**src/rtl/xillybus_lite_regbank_if.sv**
```systemverilog
// AXI4-Lite channel bundle between the xillybus PS wrapper and the register bank.
// Master drives addresses/data/response-ready; slave drives ready/response.
interface xillybus_lite_regbank_if #(
    parameter int C_S_AXI_ADDR_WIDTH = 32
);
    logic [C_S_AXI_ADDR_WIDTH-1:0] S_AXI_AWADDR;
    logic                          S_AXI_AWVALID;
    logic                          S_AXI_AWREADY;
    logic [31:0]                   S_AXI_WDATA;
    logic [3:0]                    S_AXI_WSTRB;
    logic                          S_AXI_WVALID;
    logic                          S_AXI_WREADY;
    logic [1:0]                    S_AXI_BRESP;
    logic                          S_AXI_BVALID;
    logic                          S_AXI_BREADY;
    logic [C_S_AXI_ADDR_WIDTH-1:0] S_AXI_ARADDR;
    logic                          S_AXI_ARVALID;
    logic                          S_AXI_ARREADY;
    logic [31:0]                   S_AXI_RDATA;
    logic [1:0]                    S_AXI_RRESP;
    logic                          S_AXI_RVALID;
    logic                          S_AXI_RREADY;

    modport master (
        output S_AXI_AWADDR, S_AXI_AWVALID, S_AXI_WDATA, S_AXI_WSTRB,
        output S_AXI_WVALID, S_AXI_BREADY, S_AXI_ARADDR, S_AXI_ARVALID,
        output S_AXI_RREADY,
        input  S_AXI_AWREADY, S_AXI_WREADY, S_AXI_BRESP, S_AXI_BVALID,
        input  S_AXI_ARREADY, S_AXI_RDATA, S_AXI_RRESP, S_AXI_RVALID
    );

    modport slave (
        input  S_AXI_AWADDR, S_AXI_AWVALID, S_AXI_WDATA, S_AXI_WSTRB,
        input  S_AXI_WVALID, S_AXI_BREADY, S_AXI_ARADDR, S_AXI_ARVALID,
        input  S_AXI_RREADY,
        output S_AXI_AWREADY, S_AXI_WREADY, S_AXI_BRESP, S_AXI_BVALID,
        output S_AXI_ARREADY, S_AXI_RDATA, S_AXI_RRESP, S_AXI_RVALID
    );
endinterface

```
**src/rtl/xillybus_lite_regbank.sv**
```systemverilog
// AXI4-Lite register bank: RW control words, W1C interrupt status, IRQ enable.
// Write and read channels run independent two-state FSMs.
module xillybus_lite_regbank #(
    parameter int C_S_AXI_DATA_WIDTH = 32,
    parameter int C_S_AXI_ADDR_WIDTH = 32,
    parameter int C_DECODE_BITS      = 9,
    parameter int C_NUM_REGS         = 8,
    parameter int C_NUM_IRQ          = 4,
    parameter bit C_USE_WSTRB        = 1'b1
) (
    input  logic                     S_AXI_ACLK,
    input  logic                     S_AXI_ARESETN,
    xillybus_lite_regbank_if.slave   s_axi,
    input  logic [C_NUM_IRQ-1:0]     irq_in,
    output logic [32*C_NUM_REGS-1:0] regs_out,
    output logic                     Interrupt
);
    localparam int IW = C_DECODE_BITS - 2;
    localparam logic [IW-1:0] STAT_IDX = IW'(C_NUM_REGS);
    localparam logic [IW-1:0] EN_IDX   = IW'(C_NUM_REGS + 1);

    localparam logic [0:0] W_IDLE = 1'b0;
    localparam logic [0:0] W_RESP = 1'b1;
    localparam logic [0:0] R_IDLE = 1'b0;
    localparam logic [0:0] R_DATA = 1'b1;

    localparam logic [1:0] OKAY   = 2'b00;
    localparam logic [1:0] SLVERR = 2'b10;

    logic [31:0]          regs [C_NUM_REGS];
    logic [C_NUM_IRQ-1:0] irq_status;
    logic [C_NUM_IRQ-1:0] irq_enable;

    logic [0:0]  w_state;
    logic [0:0]  r_state;
    logic        bvalid;
    logic [1:0]  bresp;
    logic        rvalid;
    logic [1:0]  rresp;
    logic [31:0] rdata;

    logic          wr_fire;
    logic          rd_fire;
    logic [IW-1:0] wr_idx;
    logic [IW-1:0] rd_idx;
    logic          wr_map;
    logic [31:0]   wmask;
    logic [31:0]   wbits;
    logic [C_NUM_IRQ-1:0] w1c;
    logic [31:0]   rd_word;
    logic          rd_ok;
    logic          unused_sig;

    assign unused_sig = ^{s_axi.S_AXI_AWADDR, s_axi.S_AXI_ARADDR};

    // Accept address+data together, only when both are present.
    assign wr_fire = S_AXI_ARESETN && (w_state == W_IDLE) &&
                     s_axi.S_AXI_AWVALID && s_axi.S_AXI_WVALID;
    assign rd_fire = S_AXI_ARESETN && (r_state == R_IDLE) &&
                     s_axi.S_AXI_ARVALID;

    assign s_axi.S_AXI_AWREADY = wr_fire;
    assign s_axi.S_AXI_WREADY  = wr_fire;
    assign s_axi.S_AXI_ARREADY = rd_fire;
    assign s_axi.S_AXI_BVALID  = bvalid;
    assign s_axi.S_AXI_BRESP   = bresp;
    assign s_axi.S_AXI_RVALID  = rvalid;
    assign s_axi.S_AXI_RRESP   = rresp;
    assign s_axi.S_AXI_RDATA   = rdata;

    assign wr_idx = s_axi.S_AXI_AWADDR[C_DECODE_BITS-1:2];
    assign rd_idx = s_axi.S_AXI_ARADDR[C_DECODE_BITS-1:2];
    assign wr_map = (wr_idx < EN_IDX) || (wr_idx == EN_IDX);

    // Byte-lane mask and masked write data; strobes bypassed when disabled.
    always_comb begin
        wmask = '1;
        if (C_USE_WSTRB) begin
            for (int b = 0; b < 4; b++) begin
                wmask[8*b +: 8] = {8{s_axi.S_AXI_WSTRB[b]}};
            end
        end
        wbits = s_axi.S_AXI_WDATA & wmask;
        w1c   = '0;
        if (wr_fire && wr_idx == STAT_IDX) begin
            w1c = wbits[C_NUM_IRQ-1:0];
        end
    end

    // Read mux over the current (pre-write) register contents.
    always_comb begin
        rd_word = '0;
        rd_ok   = 1'b0;
        for (int i = 0; i < C_NUM_REGS; i++) begin
            if (rd_idx == IW'(i)) begin
                rd_word = regs[i];
                rd_ok   = 1'b1;
            end
        end
        if (rd_idx == STAT_IDX) begin
            rd_word[C_NUM_IRQ-1:0] = irq_status;
            rd_ok                  = 1'b1;
        end
        if (rd_idx == EN_IDX) begin
            rd_word[C_NUM_IRQ-1:0] = irq_enable;
            rd_ok                  = 1'b1;
        end
    end

    // Flatten the RW registers onto the output bus.
    always_comb begin
        regs_out = '0;
        for (int i = 0; i < C_NUM_REGS; i++) begin
            regs_out[32*i +: 32] = regs[i];
        end
    end

    // Write-channel FSM: accept, then hold the response until BREADY.
    always_ff @(posedge S_AXI_ACLK or negedge S_AXI_ARESETN) begin
        if (!S_AXI_ARESETN) begin
            w_state <= W_IDLE;
            bvalid  <= 1'b0;
            bresp   <= OKAY;
        end else begin
            case (w_state)
                W_IDLE: if (wr_fire) begin
                    w_state <= W_RESP;
                    bvalid  <= 1'b1;
                    bresp   <= wr_map ? OKAY : SLVERR;
                end
                W_RESP: if (s_axi.S_AXI_BREADY) begin
                    w_state <= W_IDLE;
                    bvalid  <= 1'b0;
                end
                default: w_state <= W_IDLE;
            endcase
        end
    end

    // Read-channel FSM: capture data/response at accept, hold until RREADY.
    always_ff @(posedge S_AXI_ACLK or negedge S_AXI_ARESETN) begin
        if (!S_AXI_ARESETN) begin
            r_state <= R_IDLE;
            rvalid  <= 1'b0;
            rresp   <= OKAY;
            rdata   <= '0;
        end else begin
            case (r_state)
                R_IDLE: if (rd_fire) begin
                    r_state <= R_DATA;
                    rvalid  <= 1'b1;
                    rdata   <= rd_word;
                    rresp   <= rd_ok ? OKAY : SLVERR;
                end
                R_DATA: if (s_axi.S_AXI_RREADY) begin
                    r_state <= R_IDLE;
                    rvalid  <= 1'b0;
                end
                default: r_state <= R_IDLE;
            endcase
        end
    end

    // Register file, W1C status with set-wins, enable word, registered IRQ.
    always_ff @(posedge S_AXI_ACLK or negedge S_AXI_ARESETN) begin
        if (!S_AXI_ARESETN) begin
            for (int i = 0; i < C_NUM_REGS; i++) begin
                regs[i] <= '0;
            end
            irq_status <= '0;
            irq_enable <= '0;
            Interrupt  <= 1'b0;
        end else begin
            for (int i = 0; i < C_NUM_REGS; i++) begin
                if (wr_fire && wr_idx == IW'(i)) begin
                    regs[i] <= (regs[i] & ~wmask) | wbits;
                end
            end
            if (wr_fire && wr_idx == EN_IDX) begin
                irq_enable <= (irq_enable & ~wmask[C_NUM_IRQ-1:0]) |
                              wbits[C_NUM_IRQ-1:0];
            end
            irq_status <= (irq_status & ~w1c) | irq_in;
            Interrupt  <= |(irq_status & irq_enable);
        end
    end
endmodule

```
**src/flat_wrapper.sv**
```systemverilog
// flat-port wrapper written by rule: the top's interface ports become plain ports
module xillybus_lite_regbank_flat 
#(
    parameter int C_S_AXI_DATA_WIDTH = 32,
    parameter int C_S_AXI_ADDR_WIDTH = 32,
    parameter int C_DECODE_BITS      = 9,
    parameter int C_NUM_REGS         = 8,
    parameter int C_NUM_IRQ          = 4,
    parameter bit C_USE_WSTRB        = 1'b1
)
  (S_AXI_ACLK, S_AXI_ARESETN, irq_in, regs_out, Interrupt, s_axi_S_AXI_AWADDR, s_axi_S_AXI_AWVALID, s_axi_S_AXI_WDATA, s_axi_S_AXI_WSTRB, s_axi_S_AXI_WVALID, s_axi_S_AXI_BREADY, s_axi_S_AXI_ARADDR, s_axi_S_AXI_ARVALID, s_axi_S_AXI_RREADY, s_axi_S_AXI_AWREADY, s_axi_S_AXI_WREADY, s_axi_S_AXI_BRESP, s_axi_S_AXI_BVALID, s_axi_S_AXI_ARREADY, s_axi_S_AXI_RDATA, s_axi_S_AXI_RRESP, s_axi_S_AXI_RVALID);
  xillybus_lite_regbank_if #(.C_S_AXI_ADDR_WIDTH(C_S_AXI_ADDR_WIDTH)) s_axi_i ();
  input  logic S_AXI_ACLK;
  input  logic S_AXI_ARESETN;
  input  logic [C_NUM_IRQ-1:0] irq_in;
  output logic [32*C_NUM_REGS-1:0] regs_out;
  output logic Interrupt;
  input wire logic [$bits(s_axi_i.S_AXI_AWADDR)-1:0] s_axi_S_AXI_AWADDR;
  input wire logic [$bits(s_axi_i.S_AXI_AWVALID)-1:0] s_axi_S_AXI_AWVALID;
  input wire logic [$bits(s_axi_i.S_AXI_WDATA)-1:0] s_axi_S_AXI_WDATA;
  input wire logic [$bits(s_axi_i.S_AXI_WSTRB)-1:0] s_axi_S_AXI_WSTRB;
  input wire logic [$bits(s_axi_i.S_AXI_WVALID)-1:0] s_axi_S_AXI_WVALID;
  input wire logic [$bits(s_axi_i.S_AXI_BREADY)-1:0] s_axi_S_AXI_BREADY;
  input wire logic [$bits(s_axi_i.S_AXI_ARADDR)-1:0] s_axi_S_AXI_ARADDR;
  input wire logic [$bits(s_axi_i.S_AXI_ARVALID)-1:0] s_axi_S_AXI_ARVALID;
  input wire logic [$bits(s_axi_i.S_AXI_RREADY)-1:0] s_axi_S_AXI_RREADY;
  output wire logic [$bits(s_axi_i.S_AXI_AWREADY)-1:0] s_axi_S_AXI_AWREADY;
  output wire logic [$bits(s_axi_i.S_AXI_WREADY)-1:0] s_axi_S_AXI_WREADY;
  output wire logic [$bits(s_axi_i.S_AXI_BRESP)-1:0] s_axi_S_AXI_BRESP;
  output wire logic [$bits(s_axi_i.S_AXI_BVALID)-1:0] s_axi_S_AXI_BVALID;
  output wire logic [$bits(s_axi_i.S_AXI_ARREADY)-1:0] s_axi_S_AXI_ARREADY;
  output wire logic [$bits(s_axi_i.S_AXI_RDATA)-1:0] s_axi_S_AXI_RDATA;
  output wire logic [$bits(s_axi_i.S_AXI_RRESP)-1:0] s_axi_S_AXI_RRESP;
  output wire logic [$bits(s_axi_i.S_AXI_RVALID)-1:0] s_axi_S_AXI_RVALID;
  assign s_axi_i.S_AXI_AWADDR = s_axi_S_AXI_AWADDR;
  assign s_axi_i.S_AXI_AWVALID = s_axi_S_AXI_AWVALID;
  assign s_axi_i.S_AXI_WDATA = s_axi_S_AXI_WDATA;
  assign s_axi_i.S_AXI_WSTRB = s_axi_S_AXI_WSTRB;
  assign s_axi_i.S_AXI_WVALID = s_axi_S_AXI_WVALID;
  assign s_axi_i.S_AXI_BREADY = s_axi_S_AXI_BREADY;
  assign s_axi_i.S_AXI_ARADDR = s_axi_S_AXI_ARADDR;
  assign s_axi_i.S_AXI_ARVALID = s_axi_S_AXI_ARVALID;
  assign s_axi_i.S_AXI_RREADY = s_axi_S_AXI_RREADY;
  assign s_axi_S_AXI_AWREADY = s_axi_i.S_AXI_AWREADY;
  assign s_axi_S_AXI_WREADY = s_axi_i.S_AXI_WREADY;
  assign s_axi_S_AXI_BRESP = s_axi_i.S_AXI_BRESP;
  assign s_axi_S_AXI_BVALID = s_axi_i.S_AXI_BVALID;
  assign s_axi_S_AXI_ARREADY = s_axi_i.S_AXI_ARREADY;
  assign s_axi_S_AXI_RDATA = s_axi_i.S_AXI_RDATA;
  assign s_axi_S_AXI_RRESP = s_axi_i.S_AXI_RRESP;
  assign s_axi_S_AXI_RVALID = s_axi_i.S_AXI_RVALID;
  xillybus_lite_regbank #(.C_S_AXI_DATA_WIDTH(C_S_AXI_DATA_WIDTH), .C_S_AXI_ADDR_WIDTH(C_S_AXI_ADDR_WIDTH), .C_DECODE_BITS(C_DECODE_BITS), .C_NUM_REGS(C_NUM_REGS), .C_NUM_IRQ(C_NUM_IRQ), .C_USE_WSTRB(C_USE_WSTRB)) u_core (.S_AXI_ACLK(S_AXI_ACLK), .S_AXI_ARESETN(S_AXI_ARESETN), .s_axi(s_axi_i), .irq_in(irq_in), .regs_out(regs_out), .Interrupt(Interrupt));
endmodule
```
**config.mk**
```make
export PLATFORM = sky130hd
export DESIGN_NAME = xillybus_lite_regbank_flat
export DESIGN_NICKNAME = d
export VERILOG_FILES = /design/src/rtl/xillybus_lite_regbank_if.sv /design/src/rtl/xillybus_lite_regbank.sv /design/src/flat_wrapper.sv
export SDC_FILE = /design/constraint.sdc
export NUM_CORES = 1
export LEC_CHECK = 0
export ABC_AREA = 1
export CORE_MARGIN = 5
export CORE_UTILIZATION = 50
export DETAILED_ROUTE_END_ITERATION = 8
export PLACE_DENSITY = 0.95
export SYNTH_ARGS = -nofsm -noshare
export SYNTH_HDL_FRONTEND = slang
export SYNTH_SLANG_ARGS = --single-unit
```
**constraint.sdc**
```tcl
create_clock -name S_AXI_ACLK -period 3.23 [get_ports S_AXI_ACLK]
set_input_delay 0.646 -clock S_AXI_ACLK [delete_from_list [all_inputs] [get_ports S_AXI_ACLK]]
set_output_delay 0.646 -clock S_AXI_ACLK [all_outputs]
set_load 0.01 [all_outputs]
```
==> Changelog: implementation, run 1 <==
### Metrics

* Status: completed
* CP Class: in -> out
* Worst EP required at 2.58 ns
* Postcts setup bufs at 0
* FMAX at 352 MHz
* Heaviest power group: sequential cells
* Cells along the critical path: clkdlybuf4s50_1, nand4_1, clkinv_1, clkdlybuf4s50_1
* RSZ-0062 raised after global routing: no
* NetSw at 0.00190 W
* Fin crit period at 2.84 ns
* Cell taking the most area after synthesis: dfrtp_1
* # setup viols final at 0
* First-pass DRT Iterations at 6
* Yosys reg bits at 303
* DP Area at 0.0175 mm2
* Antenna violations before repair at 5
* Aoi share at 0.122
* MUX share of area at 0
* Seq group at 0.00392 W
* Net count, final at 2102
* Mapped Area at 0.0135 mm2
* CP endpoint kind: output pin
* Slowest-stage cell, CP: clkdlybuf4s50_1
* Slowest stage delay, CP at 0.64 ns
* Synth Area in Simple Gates at 0.257
* Clock buffer depth at 3
* Met1 Track Usage GR at 0.404
* Total CTS buffers at 31
* GRT Residual Overflow at 0
* Yosys warns at 0
* Sequential Area at 0.00758 mm2
* Max Slew Vio Count at 0
* Comb_multi_in at 1141
* Logic gate share of total power at 0.071
* Fin area at 0.0186 mm2
* Tapcell Cnt at 341
* M2 GR Usage at 0.529
* Combinational share of cell area at 0.276
* CP most frequent cell: clkdlybuf4s50_1
* Post-synth seq share at 0.563
Fig. 1: run 1, supply network
(3 px per um) Pins as bars on the die edge. Tap cells in gray.
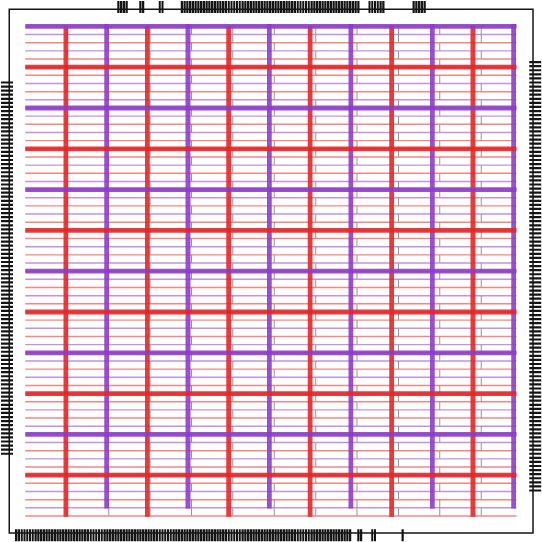
Key: red = VSS; purple = VDD
341 tap cells. 61 met1 rails follow the rows. The core has 60 rows.
total core area: 0.0267 mm2
Die Span Y: 174 um
Die X: 174 um
Peak VDD IR: 0.308 mV

Fig. 2: run 1, cell classes on the final placement
(3 px per um) Fill, decap, tap and diode cells in gray.
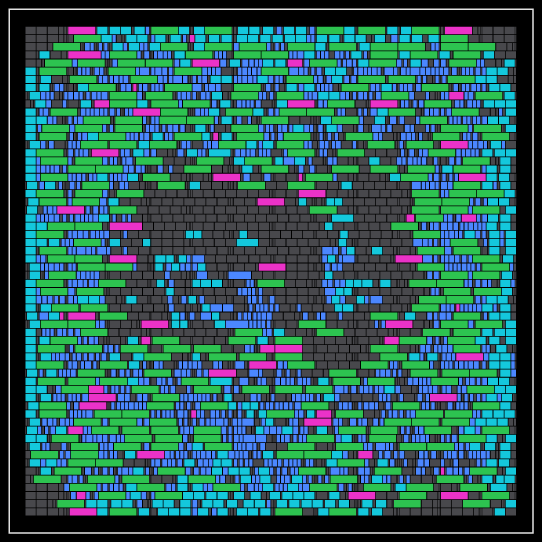
Key: blue = all other logic [cells 1246]; magenta = clock drivers and dummy loads [cells 54]; green = flops [cells 303]; cyan = other buffers and delay cells [cells 409]
num rows: 60
Seq/total area: 0.408
Final Util: 0.696

Fig. 3: run 1, clock distribution
(2 px per um)
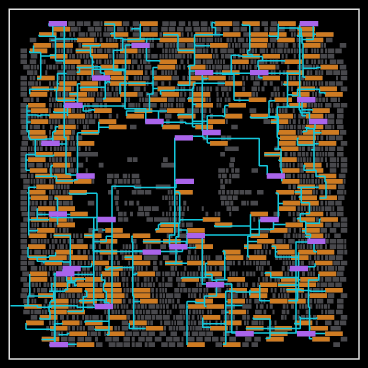
Key: cyan = clock wires [length 3600 um]; orange = flip-flops [count 303]; purple = cells driving clock nets [count 31]
There are 32 routed clock nets.
P_clk: 0.00364 W
Skew-Pair Late Insertion Delay: 0.56 ns
clock share of power: 0.447
Final Skew: 0.0141 ns

Fig. 4: run 1, routed metal, one color a layer
(3 px per um)
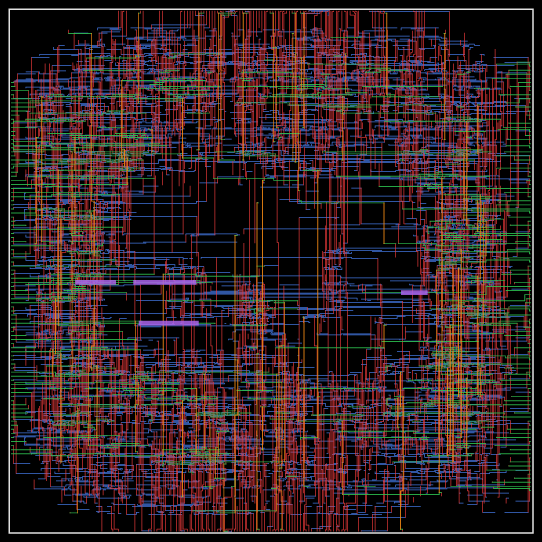
Key: blue = met1 [wire length 18000 um]; green = met3 [wire length 5680 um]; orange = met4 [wire length 2800 um]; red = met2 [wire length 23.5 mm]; purple = met5 [wire length 57.0 um]
routed wire length: 50100 um
total number of vias: 13644
Total GRT Usage: 0.322

Fig. 5: run 1, congestion heat map
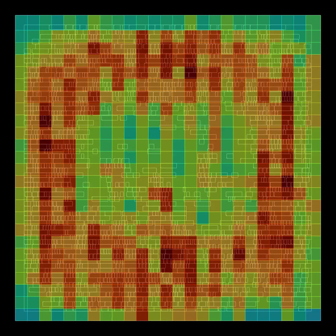

## Run 2: what changed since run 1
--- a/config.mk
+++ b/config.mk
@@ -6,6 +6,8 @@
 export NUM_CORES = 1
 export LEC_CHECK = 0
 export ABC_AREA = 1
+export ABC_CLOCK_PERIOD_IN_PS = 3230
+export CORE_ASPECT_RATIO = 0.8
 export CORE_MARGIN = 5
 export CORE_UTILIZATION = 50
 export DETAILED_ROUTE_END_ITERATION = 8
@@ -13,3 +15,4 @@
 export SYNTH_ARGS = -nofsm -noshare
 export SYNTH_HDL_FRONTEND = slang
 export SYNTH_SLANG_ARGS = --single-unit
+export TNS_END_PERCENT = 5
Fig. 6: run 2, congestion heat map
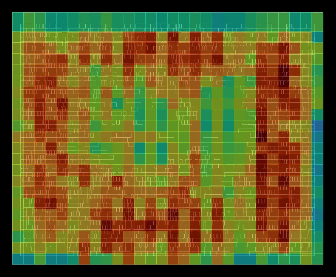
busiest grt layer: met2
met1 Track Usage GR: 0.417
Final Util: 0.705
M2 GR Usage: 0.533
routed len/inst: 21.7 um

==> run 2 against run 1 <==
Compared with the run above:
- non-clock buffer count is 10 lower
- first-iteration DRC count is 25% lower
- wire length is 2.4% higher
- clock skew is 0.0014 ns lower
- cell count is 0.34% higher
- largest cell class unchanged
- clock power is 6.9% higher
- critical endpoint unchanged
==> Changelog: implementation, run 2 <==
### Metrics

* Status: completed
* Initial DRC Count at 1342
* Worst slew pin tran at 1.05 ns
* Area share, top type at 0.563
* GRT Residual Overflow at 0 (unchanged)
* GP Congestion at 0.910
* Largest net degree at the start of global routing at 163
* CP Class: in -> out
* Mapped Area at 0.0135 mm2 (unchanged)
* NetSw at 0.00194 W (+2.0%)
* Clock buffer depth at 3 (unchanged)
* RSZ-0062 raised after global routing: no
* Flop count at 303
* Die Span Y at 157 um (-10%)
* Worst EP required at 2.58 ns (about the same)
* # setup viols final at 0 (unchanged)
* Synth Area in Simple Gates at 0.257 (unchanged)
* Fin crit period at 2.96 ns (+0.113 ns)
* Net count, final at 2092 (-0.48%)
* Clock Buffer Count at 43
* Combinational gate area at 0.00513 mm2
* Crit path buffers/inverters at 4
* Max Slew Vio Count at 0 (unchanged)
* Pre-CTS worst setup slack at 0.0327 ns
* Post-synth seq share at 0.563 (unchanged)
* Final Skew at 0.0127 ns (-0.00139 ns)
* Peak VDD IR at 0.400 mV (+30%)
* Crit. Startpoint: S_AXI_ARESETN
* Die area at 0.0303 mm2
* Combinational share of cell area at 0.276 (about the same)
* Antenna violations before repair at 1 (-4)
* Internal power at 0.00645 W
* Comb_multi_in at 1141 (unchanged)
* Synth logic family: simple AND/OR/NAND/NOR gates
* Yosys reg bits at 303 (unchanged)
* Routed wire length at 51300 um (+2.4%)
* FMAX at 338 MHz (-3.8%)
* Vias per inst at 5.80
* Postcts setup bufs at 0 (unchanged)
* CTS tree: done
* Setup TNS at 0 ns
* Cell taking the most area after synthesis: dfrtp_1
* ANT nets after route at 0
* Yosys warns at 0 (unchanged)
* P_clk at 0.00389 W (+6.9%)
* Aoi share at 0.122 (unchanged)
* First-pass DRT Iterations at 5 (-1)
* Seq/total area at 0.408 (about the same)
* Total GRT Usage at 0.328 (+0.00656)
* Logic gate share of total power at 0.070 (about the same)
* Cell total after placement at 2304
* Seq group at 0.00392 W (about the same)
* Tapcell Cnt at 357 (+4.7%)
* Syn Inst Count at 1620
* CP endpoint kind: output pin
* FF-to-FF Start: u_core.w_state
* Skew-Pair Late Insertion Delay at 0.55 ns (about the same)
* Buffers, non-clock at 399
* DP Area at 0.0175 mm2 (-0.31%)
* Power Total at 0.00839 W
* Sequential Area at 0.00758 mm2 (unchanged)
* Total core area at 0.0264 mm2 (-1.2%)
* Heaviest power group: sequential cells
* Clock share of power at 0.463 (+0.016)
* Slowest stage delay, CP at 0.57 ns (-0.07 ns)
* Total CTS buffers at 31 (unchanged)
* Fin area at 0.0186 mm2 (about the same)
* Worst Hold Path EP: u_core.s_axi.S_AXI_BVALID
* XOR-XNOR Cells, Area Fraction at 0
* Cells along the critical path: dlygate4sd3_1, buf_8, nand4_1, clkinv_1, clkdlybuf4s50_1
* Slowest-stage cell, CP: dlygate4sd3_1
* Sw Ratio at 0.231
* Cycle use final at 0.915
* First-pass GRT wire length at 78900 um
* Crit path max-delay family: buffers and inverters
* Total number of vias at 13701 (+0.42%)
* MUX share of area at 0 (unchanged)
* Die X at 193 um (+11%)
* Num rows at 53 (-12%)
## Run 3: what changed since run 2
--- a/config.mk
+++ b/config.mk
@@ -6,12 +6,12 @@
 export NUM_CORES = 1
 export LEC_CHECK = 0
 export ABC_AREA = 1
-export ABC_CLOCK_PERIOD_IN_PS = 3230
+export ABC_CLOCK_PERIOD_IN_PS = 2900
 export CORE_ASPECT_RATIO = 0.8
 export CORE_MARGIN = 5
-export CORE_UTILIZATION = 50
+export CORE_UTILIZATION = 47
 export DETAILED_ROUTE_END_ITERATION = 8
-export PLACE_DENSITY = 0.95
+export PLACE_DENSITY = 0.91
 export SYNTH_ARGS = -nofsm -noshare
 export SYNTH_HDL_FRONTEND = slang
 export SYNTH_SLANG_ARGS = --single-unit
==> constraint.sdc (replaced) <==
create_clock -name S_AXI_ACLK -period 2.9 [get_ports S_AXI_ACLK]
set_input_delay 0.58 -clock S_AXI_ACLK [delete_from_list [all_inputs] [get_ports S_AXI_ACLK]]
set_output_delay 0.58 -clock S_AXI_ACLK [all_outputs]
set_load 0.01 [all_outputs]
Fig. 7: run 3, routed metal, one color a layer
(2 px per um)
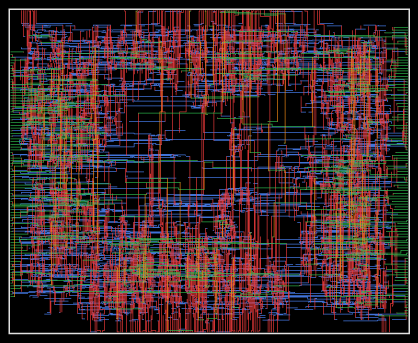
Key: red = met2 [wire length 23.0 mm]; green = met3 [wire length 6350 um]; blue = met1 [wire length 18400 um]; orange = met4 [wire length 2620 um]
Total GRT Usage: 0.304
total number of vias: 13487

==> run 3 against run 2 <==
Compared with the run above:
- synthesized cell count did not move
- largest power group unchanged
- critical path depth decreased by 1
- largest cell class unchanged
- via count shrank 1.6%
- global-route usage down 2.4 points
- clock skew down 0.00083 ns
- setup slack better by 0.096 ns
- cell count grew 1.5%
==> Changelog: implementation, run 3 <==
### Metrics

* RSZ-0062 raised after global routing: no
* Flop count at 303 (unchanged)
* ANT nets after route at 0 (unchanged)
* Crit path buffers/inverters at 3 (-1)
* Area share, top type at 0.563 (unchanged)
* CP endpoint kind: output pin
* NetSw at 0.00214 W (+10%)
* Met1 Track Usage GR at 0.383 (-0.0344)
* Fin crit period at 2.53 ns
* Post-synth seq share at 0.563 (unchanged)
* Total core area at 0.0283 mm2 (+7.2%)
* Busiest grt layer: met2
* FF-to-FF Start: u_core.w_state
* XOR-XNOR Cells, Area Fraction at 0 (unchanged)
* Mapped Area at 0.0135 mm2 (unchanged)
* Aoi share at 0.122 (unchanged)
* CTS tree: done
* Yosys warns at 0 (unchanged)
* Setup TNS at 0 ns (unchanged)
* Postcts setup bufs at 0 (unchanged)
* GRT Residual Overflow at 0 (unchanged)
* Cells along the critical path: clkdlybuf4s50_1, nand4_1, clkinv_1, clkdlybuf4s50_1
* Num rows at 55 (+3.8%)
* Status: completed
* Die X at 199 um (+3.0%)
* Total CTS buffers at 30 (-3.2%)
* # setup viols final at 0 (unchanged)
* DP Area at 0.0177 mm2 (+1.1%)
* Comb_multi_in at 1141 (unchanged)
* Tapcell Cnt at 370 (+3.6%)
* Largest net degree at the start of global routing at 153 (-6.1%)
* First-pass GRT wire length at 76500 um (-3.1%)
* Synth Area in Simple Gates at 0.257 (unchanged)
* Seq/total area at 0.403 (-0.00439)
* Crit. Startpoint: s_axi_S_AXI_WVALID
* Max Slew Vio Count at 0 (unchanged)
* Die Span Y at 161 um (+2.9%)
* GP Congestion at 0.923 (+1.4%)
* Seq group at 0.00436 W (+11%)
* Slowest stage delay, CP at 0.56 ns (about the same)
* Initial DRC Count at 1195 (-11%)
* Pre-CTS worst setup slack at 0.146 ns (+0.114 ns)
* Vias per inst at 5.63 (-3.0%)
* Cycle use final at 0.872
* Fin area at 0.0188 mm2 (+1.1%)
No activity file was given, so power comes from the tool's default toggle rates.
